File: config.mk
export PLATFORM = sky130hd
export DESIGN_NAME = phased_cache_ctrl_flat
export DESIGN_NICKNAME = d
export VERILOG_FILES = /design/src/rtl/phased_cache_pkg.sv /design/src/rtl/phased_cache_ctrl_if.sv /design/src/rtl/lru_bits_2way.sv /design/src/rtl/phased_cache_ctrl.sv /design/src/flat_wrapper.sv
export SDC_FILE = /design/constraint.sdc
export NUM_CORES = 1
export LEC_CHECK = 0
export CAP_MARGIN = 20
export CORE_UTILIZATION = 38
export CTS_CLUSTER_SIZE = 24
export DETAILED_ROUTE_END_ITERATION = 16
export PLACE_DENSITY = 0.68
export SYNTH_ARGS = -nofsm -noshare
export SYNTH_HDL_FRONTEND = slang
export SYNTH_SLANG_ARGS = --single-unit
File: constraint.sdc
create_clock -name clk -period 3.75 [get_ports clk]
set_input_delay 0.75 -clock clk [delete_from_list [all_inputs] [get_ports clk]]
set_output_delay 0.75 -clock clk [all_outputs]
set_load 0.05 [all_outputs]
File: src/rtl/phased_cache_pkg.sv
// Shared types and address-field constants for the phased cache controller.
package phased_cache_pkg;

    typedef enum logic [2:0] {
        ST_IDLE,
        ST_LOOKUP,
        ST_DATA,
        ST_MEM_REQ,
        ST_REFILL
    } state_t;

    localparam int OFFSET_W = 4;
    localparam int INDEX_W  = 2;
    localparam int NUM_SETS = 4;
    localparam int NUM_WAYS = 2;

    // Byte-address field positions: {tag, index, offset}
    localparam int OFFSET_LSB = 0;
    localparam int INDEX_LSB  = OFFSET_LSB + OFFSET_W;
    localparam int TAG_LSB    = INDEX_LSB + INDEX_W;

    // One-hot set select for the tag/data arrays
    function automatic logic [NUM_SETS-1:0] decode_index(input logic [INDEX_W-1:0] idx);
        return 4'b0001 << idx;
    endfunction

endpackage

File: src/rtl/phased_cache_ctrl_if.sv
// CPU request port of the phased cache controller.
// master = requester (CPU), slave = cache controller.
interface phased_cache_ctrl_if #(
    parameter int ADDR_W = 16
);
    logic              cpu_req;
    logic              cpu_rw;
    logic [ADDR_W-1:0] cpu_addr;
    logic              cpu_busy;
    logic              cpu_done;
    logic              cpu_hit;

    modport master (
        output cpu_req, cpu_rw, cpu_addr,
        input  cpu_busy, cpu_done, cpu_hit
    );

    modport slave (
        input  cpu_req, cpu_rw, cpu_addr,
        output cpu_busy, cpu_done, cpu_hit
    );
endinterface

File: src/rtl/lru_bits_2way.sv
// One LRU bit per set for the 2-way cache; the stored bit names the
// least-recently used way, i.e. the replacement victim.
module lru_bits_2way
    import phased_cache_pkg::*;
(
    input  logic               clk,
    input  logic               reset,
    input  logic               we,
    input  logic [INDEX_W-1:0] waddr,
    input  logic               wdata,
    input  logic [INDEX_W-1:0] raddr,
    output logic               rdata
);

    logic [NUM_SETS-1:0] lru;

    // Per-set LRU flops, cleared by async reset, single write port
    always_ff @(posedge clk or negedge reset) begin
        if (!reset) begin
            lru <= '0;
        end else if (we) begin
            lru[waddr] <= wdata;
        end
    end

    assign rdata = lru[raddr];

endmodule

File: src/rtl/phased_cache_ctrl.sv
// Sequencing FSM for the 2-way, 4-set phased cache.
//
// state      | meaning
// -----------+-----------------------------------------------------------
// ST_IDLE    | waiting for cpu_req; latches address and rw on accept
// ST_LOOKUP  | tag arrays read; hit -> DATA, miss -> MEM_REQ
// ST_DATA    | one way's data array enabled; cpu_done pulse; LRU update
// ST_MEM_REQ | line fetch requested, waiting for mem_ack
// ST_REFILL  | victim way loads line and tag; replay via LOOKUP
module phased_cache_ctrl
    import phased_cache_pkg::*;
#(
    parameter int ADDR_W = 16,
    parameter int CNT_W  = 16
)(
    input  logic                clk,
    input  logic                reset,
    phased_cache_ctrl_if.slave  cpu,
    input  logic                tag_hit0,
    input  logic                tag_hit1,
    input  logic                tag_valid0,
    input  logic                tag_valid1,
    output logic [INDEX_W-1:0]  index,
    output logic [NUM_SETS-1:0] index_dec,
    output logic [OFFSET_W-1:0] offset,
    output logic                cycle_en,
    output logic                rw,
    output logic                hit_way0,
    output logic                hit_way1,
    output logic                load_way0,
    output logic                load_way1,
    output logic                mem_req,
    output logic [ADDR_W-5:0]   mem_addr,
    input  logic                mem_ack,
    output logic [CNT_W-1:0]    miss_count
);

    state_t            state;
    logic [ADDR_W-1:0] addr_q;
    logic              rw_q;
    logic              sel_q;
    logic              miss_q;
    logic              victim_q;
    logic              lru_victim;
    logic              victim_nxt;

    assign index    = addr_q[INDEX_LSB +: INDEX_W];
    assign offset   = addr_q[OFFSET_LSB +: OFFSET_W];
    assign mem_addr = addr_q[ADDR_W-1:INDEX_LSB];
    assign rw       = rw_q;

    // Invalid ways are filled before any valid way is evicted
    assign victim_nxt = !tag_valid0 ? 1'b0 :
                        !tag_valid1 ? 1'b1 : lru_victim;

    lru_bits_2way u_lru (
        .clk   (clk),
        .reset (reset),
        .we    (state == ST_DATA),
        .waddr (index),
        .wdata (~sel_q),
        .raddr (index),
        .rdata (lru_victim)
    );

    // Controller FSM with registered outputs
    always_ff @(posedge clk or negedge reset) begin
        if (!reset) begin
            state        <= ST_IDLE;
            addr_q       <= '0;
            rw_q         <= 1'b0;
            sel_q        <= 1'b0;
            miss_q       <= 1'b0;
            victim_q     <= 1'b0;
            index_dec    <= '0;
            cpu.cpu_busy <= 1'b0;
            cpu.cpu_done <= 1'b0;
            cpu.cpu_hit  <= 1'b0;
            cycle_en     <= 1'b0;
            hit_way0     <= 1'b0;
            hit_way1     <= 1'b0;
            load_way0    <= 1'b0;
            load_way1    <= 1'b0;
            mem_req      <= 1'b0;
            miss_count   <= '0;
        end else begin
            cpu.cpu_done <= 1'b0;
            cpu.cpu_hit  <= 1'b0;
            cycle_en     <= 1'b0;
            hit_way0     <= 1'b0;
            hit_way1     <= 1'b0;
            load_way0    <= 1'b0;
            load_way1    <= 1'b0;
            case (state)
                ST_IDLE: begin
                    if (cpu.cpu_req) begin
                        addr_q       <= cpu.cpu_addr;
                        rw_q         <= cpu.cpu_rw;
                        index_dec    <= decode_index(cpu.cpu_addr[INDEX_LSB +: INDEX_W]);
                        cpu.cpu_busy <= 1'b1;
                        state        <= ST_LOOKUP;
                    end
                end
                ST_LOOKUP: begin
                    if (tag_hit0 || tag_hit1) begin
                        // a double hit is illegal; way0 takes priority
                        sel_q        <= !tag_hit0;
                        cycle_en     <= 1'b1;
                        hit_way0     <= tag_hit0;
                        hit_way1     <= !tag_hit0;
                        cpu.cpu_done <= 1'b1;
                        cpu.cpu_hit  <= !miss_q;
                        state        <= ST_DATA;
                    end else begin
                        miss_q   <= 1'b1;
                        victim_q <= victim_nxt;
                        mem_req  <= 1'b1;
                        if (miss_count != '1) begin
                            miss_count <= miss_count + 1'b1;
                        end
                        state <= ST_MEM_REQ;
                    end
                end
                ST_DATA: begin
                    miss_q       <= 1'b0;
                    cpu.cpu_busy <= 1'b0;
                    state        <= ST_IDLE;
                end
                ST_MEM_REQ: begin
                    if (mem_ack) begin
                        mem_req   <= 1'b0;
                        load_way0 <= !victim_q;
                        load_way1 <= victim_q;
                        state     <= ST_REFILL;
                    end
                end
                ST_REFILL: begin
                    state <= ST_LOOKUP;
                end
                default: begin
                    state <= ST_IDLE;
                end
            endcase
        end
    end

endmodule

File: src/flat_wrapper.sv
// flat-port wrapper written by rule: the top's interface ports become plain ports
module phased_cache_ctrl_flat import phased_cache_pkg::*;
#(
    parameter int ADDR_W = 16,
    parameter int CNT_W  = 16
)
  (clk, reset, tag_hit0, tag_hit1, tag_valid0, tag_valid1, index, index_dec, offset, cycle_en, rw, hit_way0, hit_way1, load_way0, load_way1, mem_req, mem_addr, mem_ack, miss_count, cpu_cpu_req, cpu_cpu_rw, cpu_cpu_addr, cpu_cpu_busy, cpu_cpu_done, cpu_cpu_hit);
  phased_cache_ctrl_if #(.ADDR_W(ADDR_W)) cpu_i ();
  input  logic clk;
  input  logic reset;
  input  logic tag_hit0;
  input  logic tag_hit1;
  input  logic tag_valid0;
  input  logic tag_valid1;
  output logic [INDEX_W-1:0] index;
  output logic [NUM_SETS-1:0] index_dec;
  output logic [OFFSET_W-1:0] offset;
  output logic cycle_en;
  output logic rw;
  output logic hit_way0;
  output logic hit_way1;
  output logic load_way0;
  output logic load_way1;
  output logic mem_req;
  output logic [ADDR_W-5:0] mem_addr;
  input  logic mem_ack;
  output logic [CNT_W-1:0] miss_count;
  input wire logic [$bits(cpu_i.cpu_req)-1:0] cpu_cpu_req;
  input wire logic [$bits(cpu_i.cpu_rw)-1:0] cpu_cpu_rw;
  input wire logic [$bits(cpu_i.cpu_addr)-1:0] cpu_cpu_addr;
  output wire logic [$bits(cpu_i.cpu_busy)-1:0] cpu_cpu_busy;
  output wire logic [$bits(cpu_i.cpu_done)-1:0] cpu_cpu_done;
  output wire logic [$bits(cpu_i.cpu_hit)-1:0] cpu_cpu_hit;
  assign cpu_i.cpu_req = cpu_cpu_req;
  assign cpu_i.cpu_rw = cpu_cpu_rw;
  assign cpu_i.cpu_addr = cpu_cpu_addr;
  assign cpu_cpu_busy = cpu_i.cpu_busy;
  assign cpu_cpu_done = cpu_i.cpu_done;
  assign cpu_cpu_hit = cpu_i.cpu_hit;
  phased_cache_ctrl #(.ADDR_W(ADDR_W), .CNT_W(CNT_W)) u_core (.clk(clk), .reset(reset), .cpu(cpu_i), .tag_hit0(tag_hit0), .tag_hit1(tag_hit1), .tag_valid0(tag_valid0), .tag_valid1(tag_valid1), .index(index), .index_dec(index_dec), .offset(offset), .cycle_en(cycle_en), .rw(rw), .hit_way0(hit_way0), .hit_way1(hit_way1), .load_way0(load_way0), .load_way1(load_way1), .mem_req(mem_req), .mem_addr(mem_addr), .mem_ack(mem_ack), .miss_count(miss_count));
endmodule
==> run_1/gates.png <==
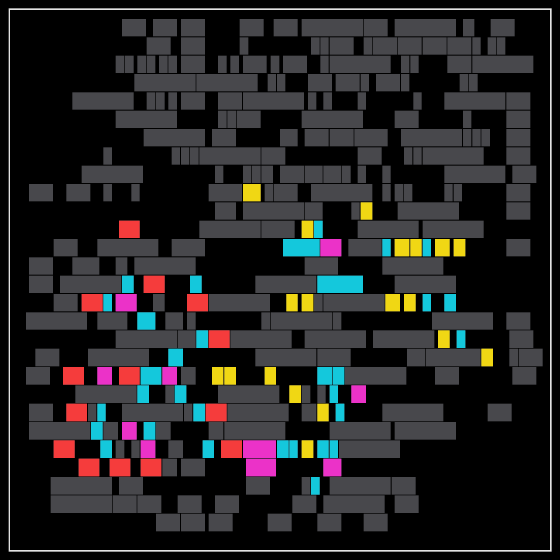
[aoi and oai cells] yellow | cells: 19 | most used: a21oi_1
[xor and xnor cells] red | cells: 14 | most used: xor2_1
[nor cells] cyan | cells: 32 | most used: nor3_1
[and/or cells] magenta | cells: 10 | most used: and3_1

==> run_1/ff_map.png <==
Scale bar: 20 µm. Other sequential cells in the stronger gray, the rest of the logic in the fainter gray.
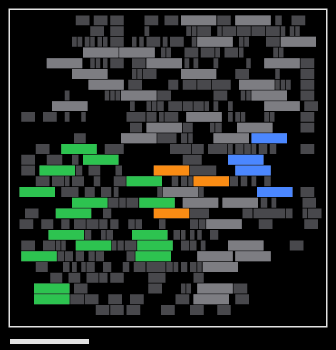
[`u_core.u_lru.lru`] blue | placed flops: 4 | where: east
[`u_core.miss_count`] green | placed flops: 16
[`u_core.state`] orange | placed flops: 3

==> Slide: Implementation Results, run 1 <==
Synthesis and Place & Route Summary

Routing
  • Vias per cell: 4.85
  • Metal1 wirelength: 2.28 mm
  • Top layer in use: met4
  • WL met3: 143 µm
  • DR WL met2: 2.48 mm
  • Via count: 1,827
  • WL per Instance: 13.1 µm

GRT
  • First-pass GRT wire length: 7.94 mm
  • Gr ovfl total: 0
  • Initial antenna violation count: 0
  • GR Layer Usage met1: 0.213
  • Pin count of the biggest net entering global routing: 31
  • Met2 Resource Use GR: 0.259

Power and ir drop
  • Power density over the cells: 823 nW/µm²
  • Sequential power: 964 µW
  • Cell-internal power: 1.39 mW
  • Combinational share of power: 0.506
  • Leakage Power: 1.49 nW
  • Switch Pwr: 1.24 mW
  • Reg power frac: 0.366
  • Clk pwr: 338 µW

Clock network
  • CTS Sinks: 55
  • Clock Tree Buf Depth: 2

Synthesis
  • Post-Synth AOI/OAI Area: 0.0437
  • Synth cell types: 35
  • Syn nets: 256
  • Yosys stat area: 2320 µm²
  • YS warnings: 0
  • Ys async rst share: 1.00
  • Yosys xor share: 0.0528
  • Syn Inst Count: 230
  • Dominant kind of combinational cell: simple AND/OR/NAND/NOR gates
  • Most area-hungry cell type in the Yosys netlist: dfrtp_1
  • Dominant flop cell: dfrtp_1
  • Number of enable flip-flop cells: 0
  • MUX share of area: 0.0146
  • Sequential fraction of the synthesis area: 0.593
  • FA/HA/MAJ Cells, Area Fraction: 0.00539
  • Post-synth design cell area: 2320 µm²

Floorplanning
  • Pre-Place Util: 0.392
  • Die Area: 6420 µm²
  • Num rows: 28
  • Io pins: 73
  • Die height: 80.2 µm

Critical path
  • Buf/Inv on CP: 1
  • CP Max Fanout: 10
  • Element type at the critical path start: flip-flop

Layout
  • Biggest regs: u_core.addr_q x16, u_core.miss_count x16
  • Diodes inserted: 0
  • Layout cell share with drive strength beyond 1: 0.0728
  • Fin util: 0.541

Flow run
  • Tool Warnings: 26

Timing
  • Setup TNS: 0 ns
  • Final setup fails: 0
  • Slew HR: 0.442

Worst hold path
  • Hold WC Path Type: flip-flop to flip-flop

Status
  • Status: finished, final reports clean

Place
  • DPL Wire Length: 3.56 mm
==> run_1/m2.png <==
Scale bar: 20 µm.
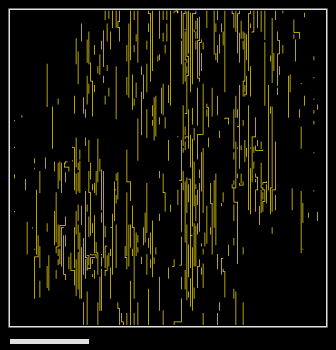
nets with wire on the layer: 261
main direction: vertical
longest straight run: 26.5 µm
wire length on this layer: 2,480 µm
share of all routed wire: 50%

==> run 1: cell type report <==
type                       count  area, µm²
fill                         528       2720
multi-input combinational    161        885
clock buffer                   6       82.6
clock inverter                 2       16.3
sequential                    55       1380
tap                           75       93.8
timing repair buffer          75        738
inverter                       3       11.3
==> run 1: cell families (layout without fill, tap and decap cells) <==
family                     count (synthesis)  after routing
and+or+nand+nor                          125            125
DFF                                       55             55
buffers and inverters                     14             86
muxes                                      2              2
xor gates and xnor gates                  14             14
AOI/OAI and AO/OA                         19             19
adders and majority gates                  1              1
==> run 1: path summary, 6_finish.rpt <==
| check | from | endpoint | slack, ns | cells past startpoint |
|---|---|---|---|---|
| worst min-delay path | u_core.miss_q$_DFFE_PN0P_ | u_core.cpu.cpu_hit$_DFF_PN0_ | 0.44 | 1 |
| worst min register to register | u_core.miss_q$_DFFE_PN0P_ | u_core.cpu.cpu_hit$_DFF_PN0_ | 0.44 | 1 |
| worst max-delay path | u_core.addr_q[4]$_DFFE_PN0P_ | index[0] | 1.28 | 1 |
| worst max register to register | u_core.miss_count[0]$_DFFE_PN0P_ | u_core.miss_count[1]$_DFFE_PN0P_ | 1.76 | 6 |
| min in group asynchronous | reset | u_core.addr_q[9]$_DFFE_PN0P_ | 0.47 | 1 |
| max in group asynchronous | reset | u_core.miss_count[4]$_DFFE_PN0P_ | 2.49 | 2 |
==> run 1: through the flow <==
stage	hold WS [ns]	instance area (µm²)	setup WS [ns]	power [mW]	instances
floorplan	0.409	2320	1.76	1.87	230
global placement	0.431	3100	1.27	2.30	369
detailed placement	0.430	3100	1.23	2.32	369
CTS	0.444	3200	1.27	2.66	377
global route	0.481	3200	1.22	2.78	377
finish	0.442	3200	1.28	2.64	377
==> run_1/congestion_map.png <==
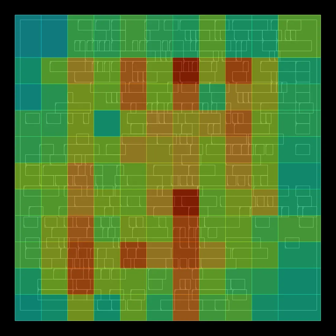

## Run 2: what changed since run 1
--- a/config.mk
+++ b/config.mk
@@ -9,7 +9,7 @@
 export CORE_UTILIZATION = 38
 export CTS_CLUSTER_SIZE = 24
 export DETAILED_ROUTE_END_ITERATION = 16
-export PLACE_DENSITY = 0.68
+export PLACE_DENSITY = 0.7
 export SYNTH_ARGS = -nofsm -noshare
 export SYNTH_HDL_FRONTEND = slang
 export SYNTH_SLANG_ARGS = --single-unit
==> constraint.sdc (replaced) <==
create_clock -name clk -period 2.1 [get_ports clk]
set_input_delay 0.42 -clock clk [delete_from_list [all_inputs] [get_ports clk]]
set_output_delay 0.42 -clock clk [all_outputs]
set_load 0.05 [all_outputs]
==> run_2/congestion_map.png <==
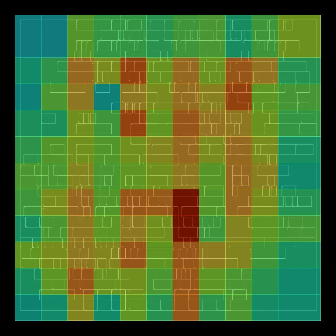
met2 Resource Use GR: 0.290
GR Util All Layers: 0.168

==> run 2 against run 1 <==
Against the previous run: non-clock buffer count increased by 9; via count grew 1.4%; setup slack got worse by 1.2 ns; final cell count rose by 2.4%; clock skew is 0.0046 ns higher; combinational power is 85% higher; largest power group unchanged; flip-flop count unchanged; first-iteration DRC count down 23%; synthesized area unchanged; critical path type unchanged.
==> Slide: Implementation Results, run 2 <==
Synthesis and Place & Route Summary

Layout
  • Fill cells: 521
  • Layout cell share with drive strength beyond 1: 0.103
  • Fin util: 0.551
  • Most frequent logic cells in the routed design: 69 x nand2_1, 66 x clkdlybuf4s50_1, 55 x dfrtp_1
  • Biggest regs: u_core.addr_q x16, u_core.miss_count x16
  • Diodes inserted: 0
  • Layout area overhead: 40.4%
  • Non-filler cells, final: 386
  • Design area: 3260 µm²

Floorplanning
  • Num rows: 28
  • Die height: 80.2 µm
  • Pre-Place Util: 0.392
  • Total core area: 5920 µm²
  • Die W: 80.2 µm
  • Io pins: 73
  • Die Area: 6420 µm²

Critical path
  • Worst Reg-to-Reg Cells: 6
  • Crit end category: output pin
  • Crit-path cells: clkdlybuf4s50_1
  • Element type at the critical path start: flip-flop
  • CP Launch Point: u_core.miss_count[6]$_DFFE_PN0P_
  • CP Class: flip-flop to output pin
  • Worst R2R End: u_core.miss_count[1]$_DFFE_PN0P_
  • R2r startpoint: u_core.miss_count[0]$_DFFE_PN0P_
  • Critical Path RT: 1.68 ns
  • CP Max Fanout: 8
  • CP Capture Point: miss_count[6]
  • Buf/Inv on CP: 1
  • R2R Setup Slk: 0.28 ns
  • Critical path depth: 1

Timing
  • Slew HR: 0.651
  • Setup TNS: 0 ns
  • WHS: 0.0580 ns
  • Final setup fails: 0
  • Final hold vios: 0
  • Setup ws final: 0.0511 ns
  • RSZ-0062 raised after global routing: no
  • Max Fclk: 488 MHz

Synthesis
  • YS warnings: 0
  • Synth cell types: 35
  • Most area-hungry cell type in the Yosys netlist: dfrtp_1
  • Post-synth design cell area: 2320 µm²
  • Syn nets: 256
  • Ys async rst share: 1.00
  • Syn Inst Count: 230
  • Count leader, synth: nand2_1
  • Number of enable flip-flop cells: 0
  • Dominant flop cell: dfrtp_1
  • Synth top area cells: dfrtp_1 59%, nand2_1 11%, xor2_1 4.9%
  • Sequential fraction of the synthesis area: 0.593
  • Number of synthesized register bits: 55
  • Yosys stat area: 2320 µm²

Routing
  • DR WL met2: 2.56 mm
  • Metal1 wirelength: 2.34 mm
  • Via count: 1,853
  • WL per Instance: 13.2 µm
  • Vias per cell: 4.80
  • WL met3: 126 µm
  • Top layer in use: met4

Worst hold path
  • Hold WC Path Type: input pin to asynchronous set/reset pin

GRT
  • GR Layer Usage met1: 0.215
  • First-pass GRT wire length: 8.29 mm
  • Pin count of the biggest net entering global routing: 24
  • Initial antenna violation count: 0
  • Gr ovfl total: 0

Power and ir drop
  • Final Power: 4.73 mW
  • Switch Pwr: 2.25 mW
  • Leakage Power: 1.57 nW
  • Cell-internal power: 2.48 mW
  • Power density over the cells: 1450 nW/µm²
  • Combinational share of power: 0.521
  • Reg power frac: 0.358

Place
  • DPL Wire Length: 3.78 mm
  • Setup WS pre-CTS: -0.0179 ns
  • Post-Place Cells: 378
  • Placement-stage cell area: 3170 µm²
  • Port bufs: 72

Status
  • Status: finished, final reports clean

Flow run
  • Tool Warnings: 26

Clock network
  • Root Buffer: clkbuf_8
  • CTS Sinks: 55
  • Worst-Skew Late Latency: 0.31 ns
  • Clock slew at reported path FFs: 0.10 ns
  • Clock Tree Buf Depth: 2
==> run_2/ff_map.png <==
Scale bar: 20 µm. Other sequential cells in the stronger gray, the rest of the logic in the fainter gray.
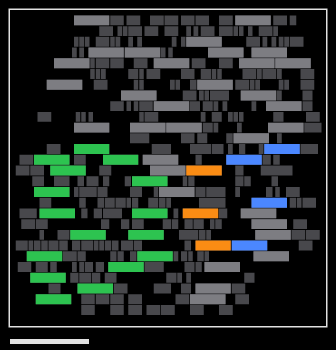
[`u_core.miss_count`] green | placed flops: 16
[`u_core.u_lru.lru`] blue | placed flops: 4 | where: east
[`u_core.state`] orange | placed flops: 3
not colored: 32

[run 2: layout make-up]
| class | count | area [µm²] | area share |
|---|---|---|---|
| flip-flops and latches | 55 | 1380 | 0.422 |
| multi-input cells | 161 | 885 | 0.271 |
| repair buffers | 84 | 808 | 0.248 |
| well taps | 75 | 93.8 | 0.0288 |
| clock buffers | 6 | 72.6 | 0.0223 |
| clock inverters | 2 | 12.5 | 0.00384 |
| inverters | 3 | 11.3 | 0.00345 |
[run 2: power by group through the flow]
stage	sequential, mW	clock [mW]	combinational, mW
2_1_floorplan	2.60	0	0.736
4_1_cts	1.70	0.594	2.49
6_report	1.69	0.573	2.46
3_3_place_gp	1.70	0	2.45
5_1_grt	1.75	0.632	2.62
3_5_place_dp	1.72	0	2.48
[run 2: cell families (layout without fill, tap and decap cells)]
| kind of cell | count (synthesis) | in the layout | share of synthesized area |
|---|---|---|---|
| multiplexers | 2 | 2 | 0.0146 |
| AND/OR/NAND/NOR | 125 | 125 | 0.262 |
| XOR/XNOR | 14 | 14 | 0.0528 |
| flip-flops | 55 | 55 | 0.593 |
| AND-OR/OR-AND | 19 | 19 | 0.0437 |
| buffers and inverters | 14 | 95 | 0.0286 |
| adder cells (fa/ha/maj) | 1 | 1 | 0.00539 |
[run 2: worst min path at each step]
stage | endpoint
finish | u_core.addr_q[9]$_DFFE_PN0P_
floorplan | u_core.addr_q[0]$_DFFE_PN0P_
global route | u_core.addr_q[9]$_DFFE_PN0P_
global placement | u_core.addr_q[9]$_DFFE_PN0P_
CTS | u_core.addr_q[13]$_DFFE_PN0P_
detailed placement | u_core.addr_q[13]$_DFFE_PN0P_
[run 2: repair_timing]
item	CTS	global route
endpoints found under the setup margin	0	3
setup buffers	0	0
endpoints found under the hold margin	0	0
hold buffers	0	0
gates resized	0	3
No activity file was given, so power comes from the tool's default toggle rates.
